### Clock nets, run 1

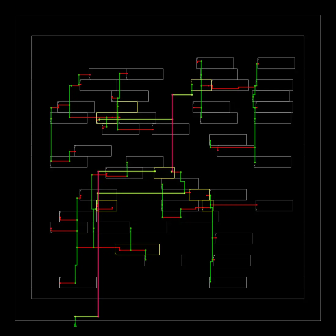
### Signal wires by layer, run 1

Scale: 4 px per um.
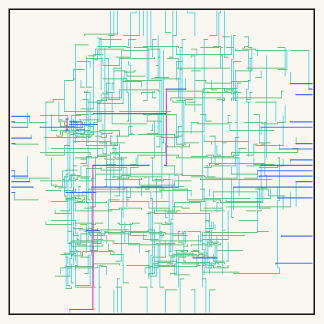
### Local utilization, run 1

Scale: 4 px per um. The die is cut into 8 by 8 equal tiles; black is low, pale yellow is high, 0 to 100% covered.
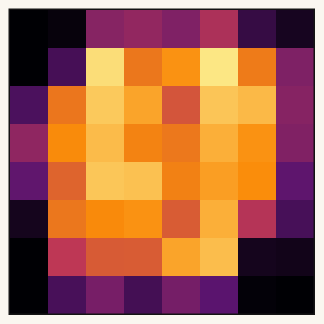
**src/rtl/reg_dump_reader.sv**
```systemverilog
// Register bank dump reader: walks every bank register through one read port and streams it MSB byte first.
// Optional trailing XOR checksum byte when REG_DUMP_CHECKSUM_EN is defined.
module reg_dump_reader #(
    parameter int NB_REGISTER = 32,
    parameter int NB_ADDR     = 5,
    parameter int NB_BYTE     = 8
) (
    input  logic                   i_clk,
    input  logic                   i_rst_n,
    input  logic                   i_start,
    output logic [NB_ADDR-1:0]     o_r_addr,
    input  logic [NB_REGISTER-1:0] i_r_data,
    output logic [NB_BYTE-1:0]     o_tx_data,
    output logic                   o_tx_valid,
    input  logic                   i_tx_ready,
    output logic                   o_busy,
    output logic                   o_done
);

    localparam int NB_PER_REG = NB_REGISTER / NB_BYTE;
    localparam int NB_IDX     = (NB_PER_REG > 1) ? $clog2(NB_PER_REG) : 1;

    localparam logic [NB_IDX-1:0]  LAST_IDX  = NB_IDX'(NB_PER_REG - 1);
    localparam logic [NB_ADDR-1:0] LAST_ADDR = '1;

    localparam logic [2:0] IDLE     = 3'd0;
    localparam logic [2:0] READ     = 3'd1;
    localparam logic [2:0] SEND     = 3'd2;
    localparam logic [2:0] DONE     = 3'd3;
`ifdef REG_DUMP_CHECKSUM_EN
    localparam logic [2:0] SEND_CKS = 3'd4;
`endif

    logic [2:0]             state;
    logic [NB_ADDR-1:0]     r_addr;
    logic [NB_IDX-1:0]      byte_idx;
    logic [NB_REGISTER-1:0] shift_reg;
    logic                   transfer;
    logic [NB_BYTE-1:0]     cur_byte;
`ifdef REG_DUMP_CHECKSUM_EN
    logic [NB_BYTE-1:0]     cks;
`endif

    // The current byte always sits at the top of the shift register; it shifts left on each transfer.
    assign cur_byte = shift_reg[NB_REGISTER-1 -: NB_BYTE];
    assign transfer = o_tx_valid & i_tx_ready;

    always_ff @(posedge i_clk or negedge i_rst_n) begin
        if (!i_rst_n) begin
            state     <= IDLE;
            r_addr    <= '0;
            byte_idx  <= '0;
            shift_reg <= '0;
`ifdef REG_DUMP_CHECKSUM_EN
            cks       <= '0;
`endif
        end else begin
            case (state)
                IDLE: begin
                    if (i_start) begin
                        state  <= READ;
                        r_addr <= '0;
`ifdef REG_DUMP_CHECKSUM_EN
                        cks    <= '0;
`endif
                    end
                end
                READ: begin
                    shift_reg <= i_r_data;
                    byte_idx  <= '0;
                    state     <= SEND;
                end
                SEND: begin
                    if (transfer) begin
                        shift_reg <= shift_reg << NB_BYTE;
`ifdef REG_DUMP_CHECKSUM_EN
                        cks       <= cks ^ cur_byte;
`endif
                        if (byte_idx == LAST_IDX) begin
                            if (r_addr == LAST_ADDR) begin
`ifdef REG_DUMP_CHECKSUM_EN
                                state <= SEND_CKS;
`else
                                state <= DONE;
`endif
                            end else begin
                                r_addr <= r_addr + NB_ADDR'(1);
                                state  <= READ;
                            end
                        end else begin
                            byte_idx <= byte_idx + NB_IDX'(1);
                        end
                    end
                end
`ifdef REG_DUMP_CHECKSUM_EN
                SEND_CKS: begin
                    if (transfer) begin
                        state <= DONE;
                    end
                end
`endif
                DONE: begin
                    r_addr <= '0;
                    state  <= IDLE;
                end
                default: begin
                    state <= IDLE;
                end
            endcase
        end
    end

    always_comb begin
        o_tx_data = cur_byte;
`ifdef REG_DUMP_CHECKSUM_EN
        if (state == SEND_CKS) begin
            o_tx_data = cks;
        end
`endif
    end

`ifdef REG_DUMP_CHECKSUM_EN
    assign o_tx_valid = (state == SEND) || (state == SEND_CKS);
`else
    assign o_tx_valid = (state == SEND);
`endif
    assign o_r_addr = r_addr;
    assign o_busy   = (state != IDLE);
    assign o_done   = (state == DONE);

endmodule

```
**config.mk**
```make
export PLATFORM = sky130hd
export DESIGN_NAME = reg_dump_reader
export DESIGN_NICKNAME = d
export VERILOG_FILES = /design/src/rtl/reg_dump_reader.sv
export SDC_FILE = /design/constraint.sdc
export NUM_CORES = 1
export LEC_CHECK = 0
export CAP_MARGIN = 20
export CORE_MARGIN = 4
export CORE_UTILIZATION = 50
export CTS_CLUSTER_SIZE = 20
export DETAILED_ROUTE_END_ITERATION = 8
export GPL_ROUTABILITY_DRIVEN = 0
export GPL_TIMING_DRIVEN = 1
export PLACE_DENSITY = 0.76
export SETUP_SLACK_MARGIN = 0.15
export SYNTH_ARGS = -nofsm -noshare
export SYNTH_HDL_FRONTEND = slang
export SYNTH_SLANG_ARGS = --single-unit
```
**constraint.sdc**
```tcl
create_clock -name i_clk -period 2.5 [get_ports i_clk]
set_input_delay 0.25 -clock i_clk [delete_from_list [all_inputs] [get_ports i_clk]]
set_output_delay 0.25 -clock i_clk [all_outputs]
set_load 0.01 [all_outputs]
```
==> impl_metrics.env, run 1 <==
# physical design summary
export IMPL_cp_top_family="buffers and inverters"
export IMPL_hold_path_class="primary input to async pin"
export IMPL_portBuffers=51
export IMPL_endpoint="o_tx_valid"
export IMPL_fp_coreArea_sq_mm=0.00441
export IMPL_die_h_um=75.9
export IMPL_overflow=0
export IMPL_async_flop_share_pct=100
export IMPL_finalInstanceArea_sq_mm=0.00287
export IMPL_cp_slowest_cell="clkdlybuf4s50_1"
export IMPL_max_slew_margin_pct=40.5
export IMPL_worst_slew_pin_slew_ns=0.893
export IMPL_status="complete, no violations"
export IMPL_worstPathCellList="nand2b_4 > inv_6 > clkdlybuf4s50_1"
export IMPL_worst_path_buf_inv=2
export IMPL_tapCellCount=52
export IMPL_ys_seq_share_pct=44.5
export IMPL_pg_seq_uw=1160
export IMPL_avgSynthCellArea_sq_um=12.9
export IMPL_cts_tree="built"
export IMPL_p_total_uw=3330
export IMPL_top_cells_by_area="dfrtp_1, mux2_4, mux2_2"
export IMPL_reg2reg_depth=6
export IMPL_cellInternalPower_uw=2300
export IMPL_synth_edff_count=0
export IMPL_fp_util_pct=52.2
export IMPL_maxCapViolCount=0
export IMPL_finalNetCount=262
export IMPL_diodes=0
export IMPL_r2r_start="o_r_addr[0]$_DFFE_PN0P_"
export IMPL_dieArea_sq_mm=0.00576
export IMPL_crit_arrival_ns=1.83
export IMPL_finalHoldViolCount=0
export IMPL_yosys_area_sq_mm=0.00230
export IMPL_clk_path_buf_depth=2
export IMPL_mux_share_pct=29.9
export IMPL_ys_sh_aoi_pct=8.25
export IMPL_wl_per_cell_um=14.9
export IMPL_via_per_inst=5.37
export IMPL_synth_area_sq_mm=0.00230
export IMPL_finalClockPeriodUsage_pct=83.1
export IMPL_top_level_ports=52
export IMPL_cts_sinks=41
export IMPL_synth_flops=41
export IMPL_cp_num_cells=3
export IMPL_dp_cells=268
export IMPL_logic_family="multiplexers"
export IMPL_use_met3_pct=4.62
export IMPL_switchingPower_uw=1030
export IMPL_route_detailed_drc=0
export IMPL_nonClkBufAreaFrac_pct=19.2
export IMPL_grt_use_total_pct=15.6
export IMPL_cts_buffers=5
export IMPL_clock_latency_ns=0.29
export IMPL_synth_top_area_share_pct=44.5
export IMPL_fin_ws_ns=0.422
export IMPL_synth_cell_types=32
export IMPL_slew_viol_final=0
export IMPL_place_ws_ns=0.484
export IMPL_crit_fanout=26
export IMPL_rsz0062_at_grt="false"
export IMPL_antenna_found_initial=0
export IMPL_clockRootBuffer="clkbuf_8"
export IMPL_syn_nets=217
export IMPL_leakagePower_uw=0.00128
export IMPL_use_met1_pct=20.7
export IMPL_syn_instance_count=178
export IMPL_crit_type="flop to output pin"
export IMPL_max_clock_freq_mhz=481
export IMPL_num_vias=1481
export IMPL_end_kind="output pin"
export IMPL_logic_area_sq_mm=0.00110
export IMPL_seq_cell_share_pct=35.7
export IMPL_cp_slowest_stage_delay_ns=0.60
export IMPL_cts_max_level=2
export IMPL_drt_met1_wl_mm=1.84
export IMPL_comb_cells=116
export IMPL_fa_ha_area_share_pct=1.63
export IMPL_comb_area_share_pct=38.2
export IMPL_buffers=57
export IMPL_fillers=335
export IMPL_min_period_ns=2.08
-- 'Clock nets' (at the start) --
num sequential: 41
# clk buffers: 6
Max Clock Skew: 0.00889 ns

-- 'Signal wires by layer' (at the start) --
legend:
  green:
    layer: metal 1
    wire_length: 1840 um
  blue:
    layer: metal 3
    wire_length: 267 um
  cyan:
    layer: metal 2
    wire_length: 1940 um
  magenta:
    layer: metal 4
    wire_length: 57.8 um

-- 'Local utilization' (at the start) --
mean over tiles: 49%
fullest tile: 95%
nearly empty tiles: 11%
densest ninth of the die: middle
tiles over 75% full: 28%

### Ports around the boundary, run 1

Scale: 4 px per um. Pins as bars across the die edge, other pins in gray.
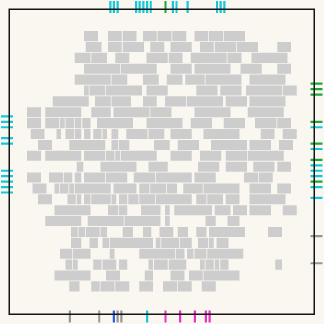

==> run 1 -> run 2 <==
- CORE_UTILIZATION: 50 -> 45
- PLACE_DENSITY: 0.76 -> 0.73
- clock period: 2.5 -> 1.7 ns (I/O delays scaled with it)
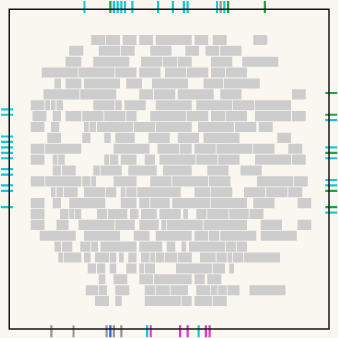
*Ports around the boundary, run 2*
Scale: 4 px per um. Pins as bars across the die edge, other pins in gray.
legend:
  cyan:
    port: i_r_data
    pins: 32
    direction: input
    edge: 12 left, 12 top, 6 right, 2 bottom
  green:
    port: o_tx_data
    pins: 8
    direction: output
    edge: 5 right, 3 top
  blue:
    port: o_done
    pins: 1
    direction: output
    edge: bottom
  magenta:
    port: o_r_addr
    pins: 5
    direction: output
    edge: bottom
all pins by edge: 16 top, 13 bottom, 12 left, 11 right

==> run 2 against run 1 <==
  * Register-to-register slack lost 0.43 ns
  * Area after synthesis is the same
  * Total power grew 67%
  * Die area grew 9.9%
  * Cell count grew 11%
  * Sequential power grew 45%
  * Critical path type is now flop to flop
  * Largest power group unchanged
==> impl_metrics.env, run 2 <==
# physical design summary
export IMPL_route_detailed_drc=0
export IMPL_num_vias=1579
export IMPL_fin_worst_skew_ns=0.00732
export IMPL_drt_iter0_markers=56
export IMPL_grt_use_total_pct=15.8
export IMPL_hold_path_class="primary input to async pin"
export IMPL_antenna_found_initial=0
export IMPL_cellInternalPower_uw=3830
export IMPL_setup_violations=0
export IMPL_cts_sinks=41
export IMPL_end_kind="flop"
export IMPL_dp_cells=291
export IMPL_syn_instance_count=178
export IMPL_p_total_uw=5550
export IMPL_drive_gt1_share_pct=36.8
export IMPL_finalClockPeriodUsage_pct=98.0
export IMPL_post_cts_resized=6
export IMPL_yosys_area_share_simple_pct=7.17
export IMPL_synth_flops=41
export IMPL_ys_sh_aoi_pct=8.25
export IMPL_clkTransAtPathRegs_ns=0.08
export IMPL_drt_met1_wl_mm=2.30
export IMPL_route_met3_wl_um=238
export IMPL_dieArea_sq_mm=0.00633
export IMPL_finalHoldViolCount=0
export IMPL_cp_slowest_stage_delay_ns=0.43
export IMPL_cts_setup_buffers=2
export IMPL_r2r_start="o_r_addr[0]$_DFFE_PN0P_"
export IMPL_rsz0062_at_grt="true"
export IMPL_warnings=29
export IMPL_p_sw_share_pct=31.0
export IMPL_r2r_end="o_r_addr[3]$_DFFE_PN0P_"
export IMPL_fa_ha_area_share_pct=1.63
export IMPL_wl_met2_mm=2.52
export IMPL_maxCapViolCount=0
export IMPL_status="complete, no violations"
export IMPL_clk_path_buf_depth=2
export IMPL_clockRootBuffer="clkbuf_8"
export IMPL_power_frac_clock_pct=16.8
export IMPL_yosys_warnings=0
export IMPL_postCtsHoldBufs=1
export IMPL_ys_seq_share_pct=44.5
export IMPL_comb_area_share_pct=36.8
export IMPL_layout_cells_most_common="clkdlybuf4s50_1"
export IMPL_min_period_ns=1.67
export IMPL_fp_util_pct=47.5
export IMPL_comb_cells=116
export IMPL_seq_cells=41
export IMPL_dieWidth_um=79.6
export IMPL_crit_fanout=2
export IMPL_power_leader="combinational logic"
export IMPL_fin_cells=306
export IMPL_crit_start="o_r_addr[0]$_DFFE_PN0P_"
export IMPL_cp_slowest_cell="dfrtp_2"
export IMPL_portBuffers=51
export IMPL_fp_coreArea_sq_mm=0.00485
export IMPL_cp_start_kind="flop"
export IMPL_max_clock_freq_mhz=600
export IMPL_fin_ws_ns=0.0346
export IMPL_clkCellAreaFrac_pct=4.23
export IMPL_cp_required_ns=1.91
export IMPL_place_ws_ns=0.0471
export IMPL_max_slew_margin_pct=60.9
export IMPL_cts_buffers=5
export IMPL_first_pass_iters=5
export IMPL_power_frac_comb_pct=53.0
export IMPL_overflow=0
export IMPL_top_usage_layer="met2"
export IMPL_whs_ns=0.395
export IMPL_top_level_ports=52
export IMPL_tapCellCount=67
export IMPL_worst_slew_pin_slew_ns=0.587
export IMPL_seq_cell_share_pct=32.5
export IMPL_buffers=71
export IMPL_synth_edff_count=0
export IMPL_wl_per_cell_um=16.7
export IMPL_finalNetCount=277
export IMPL_avgSynthCellArea_sq_um=12.9
export IMPL_top_layer="met4"
export IMPL_clock_latency_ns=0.30
export IMPL_power_density_mw_per_mm2=1760
export IMPL_endpoint="o_r_addr[3]$_DFFE_PN0P_"
export IMPL_crit_arrival_ns=1.88
export IMPL_r2r_slack_ns=0.03
export IMPL_synth_cell_types=32
export IMPL_largestClassByArea="logic gates"
export IMPL_async_flop_share_pct=100
export IMPL_syn_nets=217
export IMPL_die_h_um=79.6
export IMPL_nonClkBufAreaFrac_pct=22.9
export IMPL_switchingPower_uw=1720
export IMPL_finalInstanceArea_sq_mm=0.00316
export IMPL_cp_num_cells=6
export IMPL_cp_top_family="simple AND/OR/NAND/NOR gates"
export IMPL_mux_share_pct=29.9
export IMPL_wl_mm=5.10
export IMPL_grt_max_degree=27
export IMPL_logic_family="multiplexers"
export IMPL_grt_pass1_wl_mm=7.69
export IMPL_crit_top_cell="ha_4"
export IMPL_synth_area_sq_mm=0.00230
export IMPL_ys_cells=178
export IMPL_top_area_cell="dfrtp_1"
export IMPL_reg2reg_depth=6
export IMPL_tns_ns=0
export IMPL_leakagePower_uw=0.00145
export IMPL_use_met3_pct=2.93
export IMPL_largest_reg_flops=32
export IMPL_ir_drop_mv=0.735
export IMPL_top_cells_by_area="dfrtp_1, mux2_4, mux2_2"
export IMPL_yosys_area_sq_mm=0.00230
export IMPL_core_rowCount=25
export IMPL_worstPathCellList="ha_4 > and3_4 > ha_4 > nand3b_1 > or4_1 > o211ai_1"
export IMPL_use_met1_pct=20.7
export IMPL_fillers=364
export IMPL_synth_top_area_share_pct=44.5
export IMPL_via_per_inst=5.16
export IMPL_crit_type="flop to flop"
export IMPL_use_met2_pct=26.0
export IMPL_clock_buffers=5
export IMPL_pg_seq_uw=1680
export IMPL_final_cell_mix="clkdlybuf4s50_1, mux2_4, dfrtp_1"
export IMPL_cts_tree="built"
export IMPL_inverters=3
export IMPL_pwr_share_seq_pct=30.2
export IMPL_diodes=0
export IMPL_worst_path_buf_inv=0
export IMPL_cts_max_level=2
export IMPL_logic_area_sq_mm=0.00116
export IMPL_slew_viol_final=0
export IMPL_clock_power_uw=933
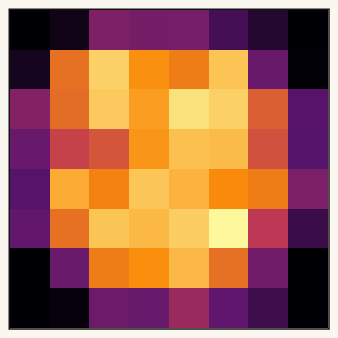
*Local utilization, run 2*
Scale: 4 px per um. The die is cut into 8 by 8 equal tiles; black is low, pale yellow is high, 0 to 100% covered.
nearly empty tiles: 13%
fullest tile: 99%
tiles over 75% full: 30%
densest ninth of the die: middle

Power figures rest on the tool's default switching activity, not on a simulated workload.
